### src/rtl/alu_op_scheduler.sv
// Round-robin scheduler sharing one unsigned add/sub/mul/div/mod unit between NUM_REQ requesters.
// One operation in flight; div/mod run on an iterative restoring divider (WIDTH cycles).
module alu_op_scheduler #(
    parameter int WIDTH   = 4,
    parameter int NUM_REQ = 2,
    parameter int RES_W   = 2*WIDTH+1,
    parameter int IDW     = $clog2(NUM_REQ)
) (
    input  logic                     clk,
    input  logic                     rst_n,
    input  logic [NUM_REQ-1:0]       req_valid,
    output logic [NUM_REQ-1:0]       req_ready,
    input  logic [3*NUM_REQ-1:0]     req_op,
    input  logic [WIDTH*NUM_REQ-1:0] req_a,
    input  logic [WIDTH*NUM_REQ-1:0] req_b,
    output logic                     rsp_valid,
    input  logic                     rsp_ready,
    output logic [IDW-1:0]           rsp_id,
    output logic [RES_W-1:0]         rsp_result,
    output logic                     rsp_err
);

    localparam int CNT_W = $clog2(WIDTH+1);

    typedef enum logic [1:0] {S_IDLE, S_DIV, S_RESP} state_t;

    state_t             state_q, state_d;
    logic [IDW-1:0]     ptr_q;
    logic [IDW-1:0]     cand;
    logic [IDW-1:0]     winner;
    logic               any_valid;
    logic               accept;
    logic [2:0]         sel_op;
    logic [WIDTH-1:0]   sel_a, sel_b;
    logic [RES_W-1:0]   imm_result;
    logic               imm_err;
    logic               start_div;

    logic [IDW-1:0]     id_q;
    logic [RES_W-1:0]   result_q;
    logic               err_q;
    logic               is_mod_q;
    logic [WIDTH-1:0]   b_q;
    logic [WIDTH-1:0]   rem_q, quot_q;
    logic [WIDTH-1:0]   rem_nx, quot_nx;
    logic [WIDTH:0]     rem_sh, diff;
    logic [CNT_W-1:0]   cnt_q;

    // Search from the rotation pointer upward with wrap; first valid requester wins.
    always_comb begin
        any_valid = 1'b0;
        winner    = '0;
        cand      = '0;
        for (int unsigned k = 0; k < NUM_REQ; k++) begin
            cand = IDW'((32'(ptr_q) + k) % NUM_REQ);
            if (!any_valid && req_valid[cand]) begin
                any_valid = 1'b1;
                winner    = cand;
            end
        end
    end

    assign accept = (state_q == S_IDLE) && any_valid;

    always_comb begin
        req_ready = '0;
        if (accept) begin
            req_ready[winner] = 1'b1;
        end
    end

    assign sel_op = req_op[3*winner +: 3];
    assign sel_a  = req_a[WIDTH*winner +: WIDTH];
    assign sel_b  = req_b[WIDTH*winner +: WIDTH];

    always_comb begin
        imm_result = '0;
        imm_err    = 1'b0;
        start_div  = 1'b0;
        case (sel_op)
            3'b000: imm_result = RES_W'(sel_a) + RES_W'(sel_b);
            3'b001: imm_result = RES_W'(sel_a) - RES_W'(sel_b);
            3'b010: imm_result = RES_W'(sel_a) * RES_W'(sel_b);
            3'b011,
            3'b100: begin
                if (sel_b == '0) begin
                    imm_err = 1'b1;
                end else begin
                    start_div = 1'b1;
                end
            end
            default: imm_err = 1'b1;
        endcase
    end

    // Restoring divider step: dividend bits shift out of quot_q MSB-first into the remainder.
    always_comb begin
        rem_sh = {rem_q, quot_q[WIDTH-1]};
        diff   = rem_sh - {1'b0, b_q};
        if (!diff[WIDTH]) begin
            rem_nx  = diff[WIDTH-1:0];
            quot_nx = {quot_q[WIDTH-2:0], 1'b1};
        end else begin
            rem_nx  = rem_sh[WIDTH-1:0];
            quot_nx = {quot_q[WIDTH-2:0], 1'b0};
        end
    end

    always_ff @(posedge clk or negedge rst_n) begin
        if (!rst_n) begin
            state_q <= S_IDLE;
        end else begin
            state_q <= state_d;
        end
    end

    always_comb begin
        state_d = state_q;
        case (state_q)
            S_IDLE: begin
                if (accept) begin
                    state_d = start_div ? S_DIV : S_RESP;
                end
            end
            S_DIV: begin
                if (cnt_q == '0) begin
                    state_d = S_RESP;
                end
            end
            S_RESP: begin
                if (rsp_ready) begin
                    state_d = S_IDLE;
                end
            end
            default: state_d = S_IDLE;
        endcase
    end

    always_ff @(posedge clk or negedge rst_n) begin
        if (!rst_n) begin
            ptr_q    <= '0;
            id_q     <= '0;
            result_q <= '0;
            err_q    <= 1'b0;
            is_mod_q <= 1'b0;
            b_q      <= '0;
            rem_q    <= '0;
            quot_q   <= '0;
            cnt_q    <= '0;
        end else if (accept) begin
            ptr_q    <= IDW'((32'(winner) + 1) % NUM_REQ);
            id_q     <= winner;
            result_q <= imm_result;
            err_q    <= imm_err;
            is_mod_q <= (sel_op == 3'b100);
            b_q      <= sel_b;
            rem_q    <= '0;
            quot_q   <= sel_a;
            cnt_q    <= CNT_W'(WIDTH-1);
        end else if (state_q == S_DIV) begin
            rem_q  <= rem_nx;
            quot_q <= quot_nx;
            cnt_q  <= cnt_q - 1'b1;
            if (cnt_q == '0) begin
                result_q <= is_mod_q ? RES_W'(rem_nx) : RES_W'(quot_nx);
                err_q    <= 1'b0;
            end
        end
    end

    assign rsp_valid  = (state_q == S_RESP);
    assign rsp_id     = id_q;
    assign rsp_result = result_q;
    assign rsp_err    = err_q;

endmodule

### config.mk
export PLATFORM = sky130hd
export DESIGN_NAME = alu_op_scheduler
export DESIGN_NICKNAME = d
export VERILOG_FILES = /design/src/rtl/alu_op_scheduler.sv
export SDC_FILE = /design/constraint.sdc
export NUM_CORES = 1
export LEC_CHECK = 0
export CORE_MARGIN = 2
export CORE_UTILIZATION = 55
export DETAILED_ROUTE_END_ITERATION = 12
export PLACE_DENSITY_LB_ADDON = 0.05
export SYNTH_ARGS = -nofsm -noshare
export SYNTH_HDL_FRONTEND = slang
export SYNTH_SLANG_ARGS = --single-unit
### constraint.sdc
create_clock -name clk -period 4.2 [get_ports clk]
set_input_delay 0.84 -clock clk [delete_from_list [all_inputs] [get_ports clk]]
set_output_delay 0.84 -clock clk [all_outputs]
set_load 0.02 [all_outputs]
==> run_1/placement.png <==
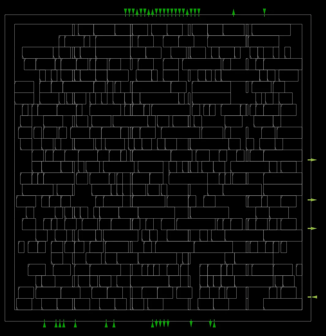
seq_cells: 30
number of well-tap cells placed: 54
Post-Layout Cell Count: 401

==> run_1/detail.png <==
Region (21, 21) to (51, 51) µm. Cells in gray, sequential cells in the stronger gray; small squares are vias.
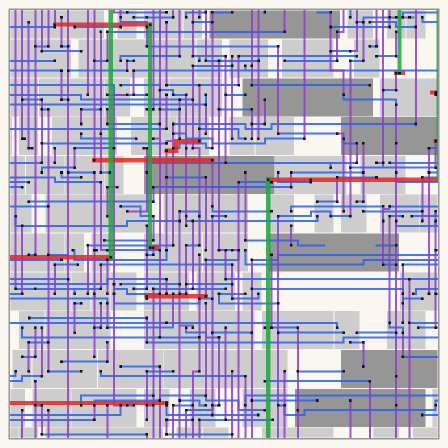
layer	color
metal 2	purple
metal 3	red
metal 4	green
metal 1	blue
sequential cells in the window	7
netlist names of flops here include	quot_q (3), rsp_result (3)
most frequent	ha_1 (7), dfrtp_1 (7)
cells with their middle in the window	72

==> run_1/logic_types.png <==
Scale: 4 px per µm.
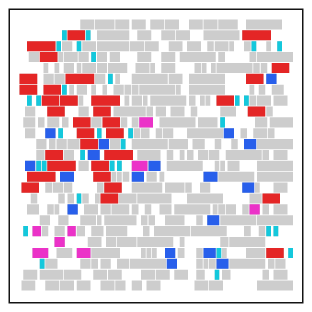
family	color	cells
inv cells	cyan	31
fa/ha/maj cells	red	33
non-inverting ao/oa cells	blue	18
and/or cells	magenta	8
fraction of standard cell area in multi-input logic: 51.5%
highest-count logic cell in the final layout: clkdlybuf4s50_1

==> run notes, run 1 <==
Implementation results.

When the netlist entered floorplanning its net count stood at 339. Entering global routing, the biggest net connects 31 pins. Sorting the synthesized cells by area gives the leading types as dfrtp_1 (29%), ha_1 (12%), fa_1 (5.4%), o21ai_0 (4.6%), inv_1 (4.4%). The final critical-path required period is 3.81 ns. The total clock buffers created by CTS is 5. The flop-to-flop setup slack is 0.69 ns. The number of different library cells used by synthesis comes to between 60 and 70.

The core region area is 4660 µm². The first detailed-routing pass took 4 iterations. The analysis attributes to net switching a power of 866 µW.

Timing analysis after detailed placement gives a worst setup slack of -0.299 ns. The pin closest to its max-slew limit shows a slew of 0.551 ns. The report lists the power per cell area as 586 nW/µm². Per Yosys stat, the portion of area used by sequential elements is 28.7%.

TritonCTS built the clock tree. After layout, the worst path uses 90.7% of the clock period. As reported, the later end of the worst-skew pair has a clock insertion delay of 0.29 ns.

The number of vias per cell after detailed routing is between 5 and 6. Looking at the reg2reg group, the worst path starts from ptr_q. The power report puts the leakage power at 1.63 nW. The buffer cell driving the clock tree root is clkbuf_8.

For this configuration, the core starts out at a cell density of a little under three fifths. The number of antenna violations at the first check in global routing came to 0. CTS reports a maximum clock tree buffer depth of 2. The share of flip-flops with an asynchronous set or reset after synthesis is 100%.

The upper clock frequency limit is approximately 0.26 GHz. The number of cells produced by synthesis is ~280. The relative contribution of combinational cells to total power is 62.9%.

Of the total power, the clock network draws 11.9%. The final max-slew violation count recorded for this run is 0. Detailed placement finished with a half-perimeter wire length of 5350 µm. The relative contribution of sequential cells to total power is 25.2%. The critical path ends at rsp_result[3].

Clock tree synthesis found a total of 30 sinks. The post-detailed-route DRC marker count is 0. The largest total area in the synthesized netlist belongs to dfrtp_1. In the layout the commonest cells are clkdlybuf4s50_1 (38), inv_1 (31), dfrtp_1 (30), buf_4 (28), ha_1 (26). The number of inserted diodes is 0. The report shows a maximum critical-path fanout of 3. Summing every instance area after synthesis gives 2620 µm². The area share of the largest cell type after synthesis is 28.7%.

STA puts the critical path data arrival time at between 3 and 4 ns. After global routing the overflow that remains totals 0. A synthesized cell averages ~9.4 µm². Setup repair after global routing left no endpoint under its margin. The count of instantiated cells in the yosys netlist is 279.

The initialized floorplan defines 25 standard-cell rows. The kind of critical path is in -> reg. The source of the critical timing path is req_b[1]. The wire length of the first global-routing pass is 10900 µm.

The layout has 390 filler cells. Pin placement for this block handled 41 I/O pins. The worst-case reg-to-reg path depth is 13. Clock-pin slew was measured on the worst setup and hold paths at 0.06 ns. The type of element launching the critical path is an input port.

Of the cells placed in the final design, the portion with a size suffix greater than 1 is 17.6%. The worst hold endpoint is cnt_q[0]. After synthesis the netlist holds a flip-flop and latch count of 30.

The worst path meets setup with 0.390 ns of slack. In this run the critical register-to-register path is captured at rsp_result[3]. Global routing used 27.0% of the available tracks across all layers. Per the log, the first TritonRoute iteration ended with a DRC count of 88. The run finished with clean final reports.

The post-synth count of flops with an enable pin is 0. The type of the tightest min-delay check is reg -> reg. The worst vdd rail ir drop is about 0.26 mV. The worst slew slack as a fraction of its limit is 62.3%. The number of global-route vias before repair is roughly 2200.

The level count of the clock H-tree is 2. The die covers 5320 µm². Between clock sinks in the finished design, the worst skew comes to 0.00678 ns. The final-report setup violation count is 0.

The final wirelength is 6640 µm. The tool warning count is 30. The count of warnings emitted by yosys is 0. The worst hold slack is 0.480 ns.

Per the run report, area growth between synthesis and finish was 29.5%. The internal power consumption is 1.12 mW. The total via count in the routed design is between 2000 and 2500. Once detail routing completed, the nets flagged for antenna violations numbered 0. The die boundary width is approximately 73 µm. Data on the critical path is required at its endpoint by 4.37 ns. After detailed routing, the average wire length per cell comes to 16.5 µm. The startpoint identified for the worst hold timing path is cnt_q[0]. The max-cap check violation count is 0.

The fraction of power spent switching nets is 43.6%. At the end of routability-driven placement, the weighted congestion stood at approximately 0.9. The depth of the worst hold-timing path is 1.
## run 1: critical path: stages
cell and delay [ns]:
clkdlybuf4s50_1 0.53, mux2i_4 0.09, inv_1 0.11, nand2_1 0.09
fa_1 0.50, inv_1 0.06, fa_1 0.53, inv_1 0.07
fa_1 0.53, nor3_1 0.05, o31a_1 0.31, a211o_1 0.27
## run 1: power by group through the flow
stage | clock network, mW | registers (mW) | logic [mW]
2_1_floorplan | 0 | 0.530 | 0.797
3_3_place_gp | 0 | 0.499 | 1.20
3_5_place_dp | 0 | 0.503 | 1.23
4_1_cts | 0.242 | 0.498 | 1.24
5_1_grt | 0.255 | 0.517 | 1.38
6_report | 0.237 | 0.500 | 1.25
## run 1: per-layer routing
metal,up-vias,global-route usage (%),wire length [µm]
li1,1128,-,-
met1,1129,38.8,3040
met2,34,42.7,3340
met3,11,3.31,157
met4,0,8.02,98
met5,-,0,0
## run 1: flip-flops by register name, indices dropped and copies added, names as in the netlist, 2 cells and up
name and count:
b_q 4, state_q 2, rem_q 4, quot_q 4
cnt_q 3, rsp_result 9
## run 1: through the flow
step	util, %	setup TNS, ns	area (µm²)	total power [mW]
after floorplan	-	0	2620	1.33
after global placement	69.3	-0.642	3230	1.70
after detailed placement	69.3	-1.07	3230	1.73
after CTS	71.4	0	3330	1.98
after global routing	72.7	0	3390	2.16
final	72.7	0	3390	1.99
## run 1: cells by family (layout without fill, tap and decap cells)
| kind of cell | Yosys count | count (layout) | share of synthesized area, % |
|---|---|---|---|
| AOI/OAI and AO/OA | 82 | 82 | 21.5 |
| and+or+nand+nor | 74 | 74 | 16.3 |
| buffers and inverters | 39 | 107 | 6.60 |
| adders and majority gates | 33 | 33 | 17.8 |
| DFF | 30 | 30 | 28.7 |
| muxes | 15 | 15 | 6.89 |
| xor gates and xnor gates | 6 | 6 | 2.30 |
## run 1: synth_stat cells, types with 2 or more instances
master     number
nand3_1         9
o21bai_1        2
mux2i_1         9
nand3_2         2
xnor2_1         3
inv_1          31
nand2_1        18
clkbuf_1        5
a21oi_1        17
fa_1            7
xor2_1          2
a211o_1         3
a22o_1          2
a22oi_1         5
nand2_2         2
a211oi_1        3
a21o_1          7
ha_1           26
buf_6           2
o21ai_0        24
nor2_1         18
nor3_1          5
nor2b_1         3
dfrtp_1        30
a2111oi_0       2
o21ai_2         2
mux2i_2         3
o31a_1          2
## run 1: repair_timing
item,CTS,global route
resized,1,10
pin swaps,0,2
hold endpoints to repair,0,0
buffers inserted,0,1
gates cloned,0,0
endpoints found under the setup margin,1,3
## run 1: layout make-up
| type | instances | area (µm²) | area share (%) |
|---|---|---|---|
| clock inverters | 1 | 5.00 | 0.148 |
| well taps | 54 | 67.6 | 1.99 |
| repair buffers | 68 | 616 | 18.2 |
| inverters | 31 | 116 | 3.44 |
| multi-input cells | 210 | 1750 | 51.5 |
| clock buffers | 7 | 86.3 | 2.55 |
| flip-flops and latches | 30 | 751 | 22.2 |
==> run_1/wires.png <==
Scale: 4 px per µm. Only two layers are drawn.
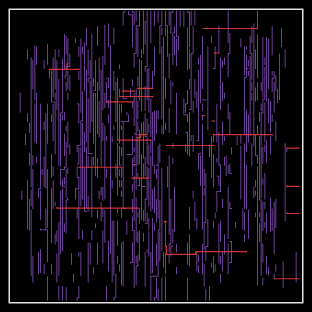

==> run 1 -> run 2 <==
==> constraint.sdc (replaced) <==
create_clock -name clk -period 4.2 [get_ports clk]
set_input_delay 0.63 -clock clk [delete_from_list [all_inputs] [get_ports clk]]
set_output_delay 0.63 -clock clk [all_outputs]
set_load 0.02 [all_outputs]
==> run_2/wires.png <==
Scale: 4 px per µm. Only two layers are drawn.
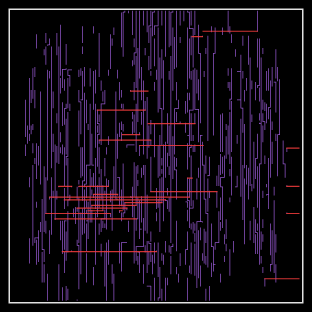
layer	color	wire length
metal 3	red	286 µm
metal 2	purple	3100 µm
via count: 2210
Detailed Route WL: 6430 µm
gr usage total: 25.9%

==> run_2/placement.png <==
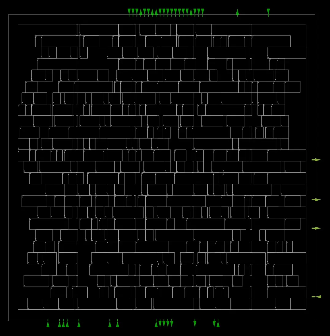
Filler Cell Count: 361
fraction of the core area covered by cells at the end of the flow: 70.8%
core footprint: 4660 µm²
Post-Layout Cell Count: 397

==> run_2/logic_types.png <==
Scale: 4 px per µm.
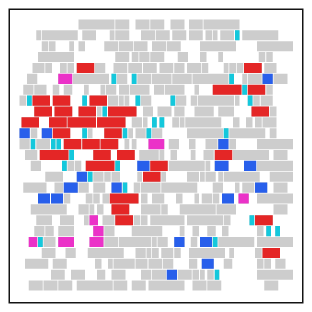
family	color	cells
and/or cells	magenta	8
non-inverting ao/oa cells	blue	18
fa/ha/maj cells	red	33
inv cells	cyan	31

==> run 2 against run 1 <==
Compared with the run above:
- fmax is 4.5% lower
- clock skew up 0.0021 ns
- cell count down 1.0%
- combinational power is essentially flat
- critical path depth increased by 2
- first-iteration DRC count up 59%
- die size is the same
- setup slack lost 0.18 ns
- non-clock buffer count down 4
- clock power rose by 4%
- synthesized cell count unchanged
- largest cell class unchanged
- largest power group unchanged
==> run notes, run 2 <==
Implementation results.

The largest net degree at the start of global routing is 31 (unchanged). The quantity of gates resized following cts is 0 (was 1). The worst hold slack is 0.476 ns (was 0.480 ns). The standard cell with the maximum stage delay on the critical path is fa_1 (was clkdlybuf4s50_1). The die boundary width is 73.0 µm (unchanged).

The portion of netlist area occupied by mux cells was 6.89% (unchanged). The fraction of power spent switching nets is 44.1% (was 43.6%). List of most frequent post-synthesis cells: inv_1 (31), dfrtp_1 (30), ha_1 (26) (unchanged). The switching power total came to 865 µW (was 866 µW). The clock network power share is 12.6% (was 11.9%).

The buffer cell driving the clock tree root is clkbuf_8 (unchanged). The count of warnings emitted by yosys came to 0 (unchanged). The CTS sink count is 30 (unchanged).

The insertion delay of the later-clocked pin in the worst-skew pair is 0.28 ns (was 0.29 ns). The largest stage delay on the critical path is 0.58 ns (was 0.53 ns). The final critical-path required period is 3.99 ns (was 3.81 ns). The HPWL after detailed placement is 5070 µm (was 5350 µm). The number of flip-flops under the largest register name is 9 (unchanged). The part of the Yosys area used for sequential elements came to 28.7% (unchanged). The synthesized-area fraction occupied by ao, oa, aoi and oai cells is 21.5% (unchanged). The cell type with the largest total area after synthesis is dfrtp_1 (unchanged). The highest-count logic cell in the final layout is clkdlybuf4s50_1 (unchanged). The synthesis-to-layout area growth came to 26.1% (was 29.5%). The total power per unit cell area is 595 nW/µm² (was 586 nW/µm²). The area share of xor/xnor cells in the synthesized design was 2.30% (unchanged). The number of cells produced by synthesis is 279 (unchanged). Most instantiated logic cells after routing: clkdlybuf4s50_1 (40), inv_1 (31), dfrtp_1 (30), ha_1 (26) (was clkdlybuf4s50_1 (38), inv_1 (31), dfrtp_1 (30), buf_4 (28), ha_1 (26)). The worst slew slack as a fraction of its limit is 42.3% (was 62.3%). The number of max-slew violations in the final report came to 0 (unchanged). The count of flip-flops with a built-in enable after synthesis is 0 (unchanged).

The cell area after technology mapping is 2620 µm² (unchanged). The share of layout cells above drive strength 1 is 16.0% (was 17.6%). The last weighted congestion value of the routability-driven placer was 0.900 (was 0.887). The clock slew at the register clock pins of the worst setup and hold paths is 0.07 ns (was 0.06 ns). The slew at the pin closest to its max-slew limit came to 0.843 ns (was 0.551 ns). The arrival time of data at the critical path endpoint is 4.16 ns (was 3.98 ns). The count of nets left with antenna violations after detail routing is 0 (unchanged). The share of synthesized cell area in full adder, half adder and majority cells was 17.8% (unchanged). The total clock buffers created by CTS is 5 (unchanged). The post-detailed-route DRC marker count was 0 (unchanged).

The largest fanout on the critical path is 9 (was 3). The boundary pin count came to 41 (unchanged). The max-cap check violation count is 0 (unchanged). The level count of the clock H-tree is 2 (unchanged). The tool warning count was 30 (unchanged). The relative contribution of sequential cells to total power is 25.3% (was 25.2%). The average instance area after synthesis is 9.38 µm² (unchanged). The initial detailed-routing violation count is 140 (was 88).

The largest buffer count on any clock path is 2 (unchanged). The number of global-route vias before repair is 2120 (was 2227). The core utilization at floorplan is 56.1% (unchanged). The leakage power total was 1.59 nW (was 1.63 nW).

The leading cell type by number of instances after synthesis is inv_1 (unchanged). The total design power was 1.96 mW (was 1.99 mW). The final routed wire length divided by cell count was 16.2 µm (was 16.5 µm).

The dominant kind of combinational cell is AND-OR/OR-AND gates (unchanged). The number of antenna violations at the first check in global routing was 0 (unchanged). The count of distinct cell types in the synthesized netlist is 63 (unchanged). The type of element launching the critical path was an input port (unchanged). The number of vias per cell after detailed routing came to 5.57 (was 5.74). The data required time of the worst path is 4.37 ns (about the same).

The kind of critical path is in -> reg (unchanged). Unrepaired setup endpoints after global routing: false (unchanged). The type of the tightest min-delay check was reg -> reg (unchanged). The first-pass iteration count of the detailed router is 4 (unchanged). Main area contributors: dfrtp_1 (29%), ha_1 (12%), fa_1 (5.4%), o21ai_0 (4.6%), inv_1 (4.4%) (unchanged). The buffers inserted during post-CTS setup optimization is 0 (unchanged). The synthesis-stage register bit count is 30 (unchanged). The floorplan row count is 25 (unchanged). The count of port buffers added during placement came to 40 (unchanged).

The post-route clock period utilization is 95.0% (was 90.7%). Status: finished clean (unchanged). The upper clock frequency limit came to 0.251 GHz (was 0.262 GHz). The global route total overflow was 0 (unchanged). The number of inserted diodes is 0 (unchanged). The internal power consumption came to 1.10 mW (was 1.12 mW). The area share of the largest cell type after synthesis is 28.7% (unchanged).

Worst-path cell chain: clkdlybuf4s50_1 -> nand2b_2 -> nand2_2 -> mux2i_1 -> inv_1 -> nand2_1 -> fa_1 -> inv_1 -> fa_1 -> inv_1 -> fa_1 -> nor3_1 -> o31a_1 -> a211o_1 (was clkdlybuf4s50_1 -> mux2i_4 -> inv_1 -> nand2_1 -> fa_1 -> inv_1 -> fa_1 -> inv_1 -> fa_1 -> nor3_1 -> o31a_1 -> a211o_1). The count of instantiated cells in the yosys netlist came to 279 (unchanged). The final sum of negative setup slack is 0 ns (unchanged). The synthesized-area fraction occupied by and/or/nand/nor cells is 16.3% (unchanged).

The wire length of the first global-routing pass was 10500 µm (was 10900 µm). The setup clock skew after layout came to 0.00890 ns (was 0.00678 ns).
## run 2: cell count changes in the layout (fill, tap and decap cells not counted), moves of 2 or more
cell,before,now
dlymetal6s2s_1,2,0
mux2i_1,7,9
mux2i_4,4,1
clkdlybuf4s50_1,38,40
buf_4,28,24
## run 2: worst paths after layout
kind,start,end,slack [ns],cells after the start
max in group asynchronous,rst_n,rsp_result[0],3.16,2
min in group asynchronous,rst_n,cnt_q[2],0.75,2
hold reg to reg,rsp_id,rsp_id,0.48,1
hold / removal,rsp_id,rsp_id,0.48,1
setup reg to reg,ptr_q,rsp_result[3],0.53,13
setup / recovery,req_valid[0],rsp_result[3],0.21,14
## run 2: worst max-delay path: cells and delay by family
kind | cells | cell delay [ns]
fa+ha+maj | 3 | 1.66
mux | 1 | 0.15
buf+inv | 4 | 0.71
compound gates | 2 | 0.55
simple gates | 4 | 0.45
## run 2: logic make-up (layout without fill, tap and decap cells)
kind of cell,count (synthesis),in the layout
AND-OR/OR-AND,82,82
AND/OR/NAND/NOR,74,74
buffers and inverters,39,103
adder cells (fa/ha/maj),33,33
flip-flops,30,30
multiplexers,15,15
XOR/XNOR,6,6
## run 2: power by group through the flow
stage / clock, mW / combinational, mW / sequential (mW)
final: 0.246 / 1.22 / 0.497
after global routing: 0.263 / 1.35 / 0.513
after CTS: 0.251 / 1.23 / 0.495
after detailed placement: 0 / 1.22 / 0.502
after global placement: 0 / 1.19 / 0.497
after floorplan: 0 / 0.797 / 0.530
## run 2: area by class of cell
cell class	instances	area, µm²	share of cell area (%)
Tap cell	54	67.6	2.05
Clock buffer	7	86.3	2.62
Timing Repair Buffer	64	581	17.6
Inverter	31	116	3.53
Sequential cell	30	751	22.8
Multi-Input combinational cell	210	1690	51.3
Clock inverter	1	5.00	0.152
## run 2: routing by layer
metal	global-route usage, %	wire length, µm
met3	4.83	286
met2	41.9	3100
met1	35.9	2950
met4	6.58	91
met5	0	0
## run 2: metrics by stage
stage | util [%] | worst slack, ns | cell area [µm²]
floorplan | - | 0.342 | 2620
global placement | 68.8 | -0.0399 | 3210
detailed placement | 68.8 | -0.0913 | 3210
global route | 70.8 | 0.0487 | 3300
finish | 70.8 | 0.211 | 3300
CTS | 70.8 | 0.198 | 3300
==> run 2 -> run 3 <==
--- a/config.mk
+++ b/config.mk
@@ -5,6 +5,7 @@
 export SDC_FILE = /design/constraint.sdc
 export NUM_CORES = 1
 export LEC_CHECK = 0
+export CAP_MARGIN = 15
 export CORE_MARGIN = 2
 export CORE_UTILIZATION = 55
 export DETAILED_ROUTE_END_ITERATION = 12
==> run_3/logic_types.png <==
Scale: 4 px per µm.
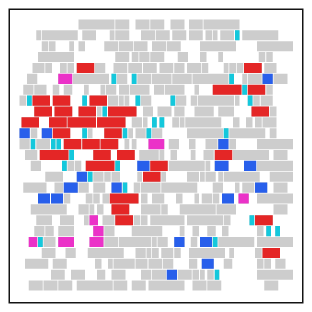
fraction of standard cell area in multi-input logic: 51.3%

==> run_3/detail.png <==
Region (21, 21) to (51, 51) µm. Cells in gray, sequential cells in the stronger gray; small squares are vias.
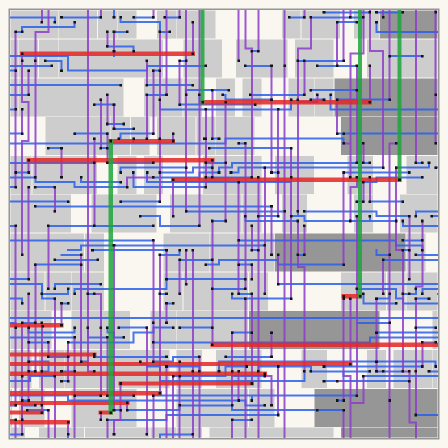
layer	color
metal 2	purple
metal 3	red
metal 1	blue
metal 4	green
most frequent	inv_1 (9), nor2_1 (9), buf_4 (9)
sequential cells in the window	5
cells with their middle in the window	79
netlist names of flops here include	quot_q (3)

==> run_3/placement.png <==
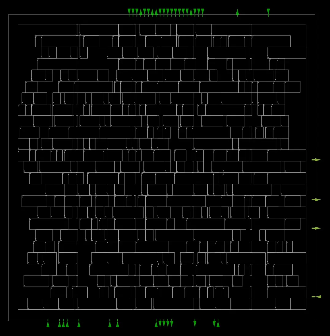
sequential portion of the cell area: 22.8%
number of core rows: 25

==> run 3 against run 2 <==
Compared with the run above:
- global-route usage did not move
- wire length did not move
- utilization did not move
- area after synthesis did not move
- cell count did not move
- combinational power barely moved
- die size did not move
- critical path type unchanged
- highest routed layer unchanged
==> run notes, run 3 <==
Implementation results.

Status: finished clean (unchanged). The tool warning count is 30 (unchanged). The count of flip-flops with a built-in enable after synthesis came to 0 (unchanged). The standard cell with the maximum stage delay on the critical path is fa_1 (unchanged). The met1 capacity usage during global routing is 35.9% (unchanged). Main area contributors: dfrtp_1 (29%), ha_1 (12%), fa_1 (5.4%), o21ai_0 (4.6%), inv_1 (4.4%) (unchanged). Worst-path cell chain: clkdlybuf4s50_1 -> nand2b_2 -> nand2_2 -> mux2i_1 -> inv_1 -> nand2_1 -> fa_1 -> inv_1 -> fa_1 -> inv_1 -> fa_1 -> nor3_1 -> o31a_1 -> a211o_1 (unchanged). The final wirelength came to 6430 µm (unchanged).

The relative contribution of combinational cells to total power is 62.1% (about the same). The total power per unit cell area is 595 nW/µm² (unchanged). The cell type with the largest total area after synthesis is dfrtp_1 (unchanged).

The number of flip-flops under the largest register name is 9 (unchanged). The count of nets left with antenna violations after detail routing is 0 (unchanged). The HPWL after detailed placement is 5070 µm (unchanged). The type of element launching the critical path is an input port (unchanged). The clock tree from TritonCTS is done (unchanged). The final-report setup violation count was 0 (unchanged). The setup clock skew after layout is 0.00890 ns (unchanged). The share of layout cells above drive strength 1 was 16.0% (unchanged). The largest stage delay on the critical path was 0.58 ns (about the same). The post-detailed-route DRC marker count was 0 (unchanged). The number of nets produced by synthesis is 339 (unchanged).

The wire length of the first global-routing pass is 10500 µm (unchanged). The kind of critical path was in -> reg (unchanged). The number of global-route vias before repair is 2120 (unchanged). The fraction of power spent switching nets is 44.1% (unchanged). The relative contribution of sequential cells to total power is 25.3% (about the same). The count of instantiated cells in the yosys netlist is 279 (unchanged).

The buffers inserted during post-CTS setup optimization is 0 (unchanged). The internal power consumption is 1.10 mW (unchanged). The cell area after technology mapping was 2620 µm² (unchanged). The count of port buffers added during placement was 40 (unchanged). The share of flip-flops with an asynchronous set or reset after synthesis is 100% (unchanged). The type of the tightest min-delay check is reg -> reg (unchanged). The largest net degree at the start of global routing was 31 (unchanged).

The clock network power share came to 12.6% (about the same). The number of max-slew violations in the final report is 0 (unchanged). The largest fanout on the critical path is 9 (unchanged). Unrepaired setup endpoints after global routing: false (unchanged).

The count of warnings emitted by yosys is 0 (unchanged). The buffer cell driving the clock tree root was clkbuf_8 (unchanged). The count of distinct cell types in the synthesized netlist came to 63 (unchanged).

The final critical-path required period is 3.99 ns (unchanged). The final routed wire length divided by cell count is 16.2 µm (unchanged). The average instance area after synthesis is 9.38 µm² (unchanged).

The number of buffer and inverter stages on the critical path came to 4 (unchanged). The last weighted congestion value of the routability-driven placer came to 0.900 (unchanged). The core region area is 4660 µm² (unchanged). The quantity of gates resized following cts was 0 (unchanged). The number of inserted diodes was 0 (unchanged). The most utilized layer in the global route result is met2 (unchanged). The final design utilization is 70.8% (unchanged). List of most frequent post-synthesis cells: inv_1 (31), dfrtp_1 (30), ha_1 (26) (unchanged). The first-pass iteration count of the detailed router is 4 (unchanged). The boundary pin count is 41 (unchanged). The global route total overflow is 0 (unchanged). The worst slew slack as a fraction of its limit was 42.3% (unchanged). The worst hold slack is 0.476 ns (unchanged). The synthesis-to-layout area growth came to 26.1% (unchanged). The number of antenna violations at the first check in global routing is 0 (unchanged). The area share of the largest cell type after synthesis is 28.7% (unchanged). The largest buffer count on any clock path was 2 (unchanged). The die boundary width is 73.0 µm (unchanged). The fill cell instance count of the final layout is 361 (unchanged).

Most instantiated logic cells after routing: clkdlybuf4s50_1 (40), inv_1 (31), dfrtp_1 (30), ha_1 (26) (unchanged). The initial detailed-routing violation count is 140 (unchanged). The post-route clock period utilization was 95.0% (unchanged). The core utilization at floorplan was 56.1% (unchanged). The worst vdd rail ir drop was 0.262 mV (unchanged). The synthesis-stage register bit count is 30 (unchanged). The CTS sink count is 30 (unchanged). The fraction of met2 tracks used by global routing is 41.9% (unchanged). The switching power total is 865 µW (unchanged). The clock slew at the register clock pins of the worst setup and hold paths was 0.07 ns (about the same). The data required time of the worst path is 4.37 ns (about the same). The highest-count logic cell in the final layout is clkdlybuf4s50_1 (unchanged). The part of the Yosys area used for sequential elements was 28.7% (unchanged). The global-route usage over all layers came to 25.9% (unchanged). The chip footprint is 5320 µm² (unchanged).

The number of cells produced by synthesis is 279 (unchanged). The total via count in the routed design was 2210 (unchanged). The insertion delay of the later-clocked pin in the worst-skew pair was 0.28 ns (about the same). The arrival time of data at the critical path endpoint is 4.16 ns (about the same).

The level count of the clock H-tree came to 2 (unchanged). The slew at the pin closest to its max-slew limit is 0.843 ns (unchanged). The max-cap check violation count is 0 (unchanged).
run 3: kinds of logic after synthesis:
| family | after synthesis | synth area share (%) |
|---|---|---|
| fa+ha+maj | 33 | 17.8 |
| compound gates | 82 | 21.5 |
| flops | 30 | 28.7 |
| xor+xnor | 6 | 2.30 |
| simple gates | 74 | 16.3 |
| mux | 15 | 6.89 |
| buf+inv | 39 | 6.60 |
run 3: final timing paths:
path                              start            end  slack [ns]  depth (start not counted)
max in group asynchronous         rst_n  rsp_result[0]        3.16                          2
hold reg to reg                  rsp_id         rsp_id        0.48                          1
setup reg to reg                  ptr_q  rsp_result[3]        0.53                         13
setup / recovery           req_valid[0]  rsp_result[3]        0.21                         14
min in group asynchronous         rst_n       cnt_q[2]        0.75                          2
hold / removal                   rsp_id         rsp_id        0.48                          1
run 3: power groups by stage:
stage                     clock network, mW  registers, mW  logic, mW
after floorplan                           0          0.530      0.797
after global placement                    0          0.497       1.19
after detailed placement                  0          0.502       1.22
after CTS                             0.251          0.495       1.23
after global routing                  0.263          0.513       1.35
final                                 0.246          0.497       1.22
run 3: area by class of cell:
| type | instances | area, µm² | share of cell area [%] |
|---|---|---|---|
| multi-input cells | 210 | 1690 | 51.3 |
| flip-flops and latches | 30 | 751 | 22.8 |
| repair buffers | 64 | 581 | 17.6 |
| inverters | 31 | 116 | 3.53 |
| clock buffers | 7 | 86.3 | 2.62 |
| well taps | 54 | 67.6 | 2.05 |
| clock inverters | 1 | 5.00 | 0.152 |
run 3: worst register-to-register path: stages, from the launching register on:
cell and delay [ns]:
dfrtp_1 0.40, nand2b_2 0.20, nand2_2 0.24, mux2i_1 0.16
inv_1 0.09, nand2_1 0.08, fa_1 0.54, inv_1 0.06
fa_1 0.58, inv_1 0.07, fa_1 0.54, nor3_1 0.05
o31a_1 0.30, a211o_1 0.26
run 3: per-stage QoR:
stage | std cells | area [µm²] | setup WS, ns | power, mW | TNS, ns
2_1_floorplan | 279 | 2620 | 0.342 | 1.33 | 0
3_3_place_gp | 389 | 3210 | -0.0399 | 1.69 | -0.0399
3_5_place_dp | 389 | 3210 | -0.0913 | 1.72 | -0.108
4_1_cts | 397 | 3300 | 0.198 | 1.97 | 0
5_1_grt | 397 | 3300 | 0.0487 | 2.12 | 0
6_report | 397 | 3300 | 0.211 | 1.96 | 0
run 3: per-layer routing:
layer / part of all wire (%) / routed length, µm / vias up
met5: 0 / 0 / -
met4: 1.4 / 91 / 0
met3: 4.4 / 286 / 8
met2: 48 / 3100 / 45
met1: 46 / 2950 / 1037
li1: - / - / 1120
No activity file was given, so power comes from the tool's default toggle rates.
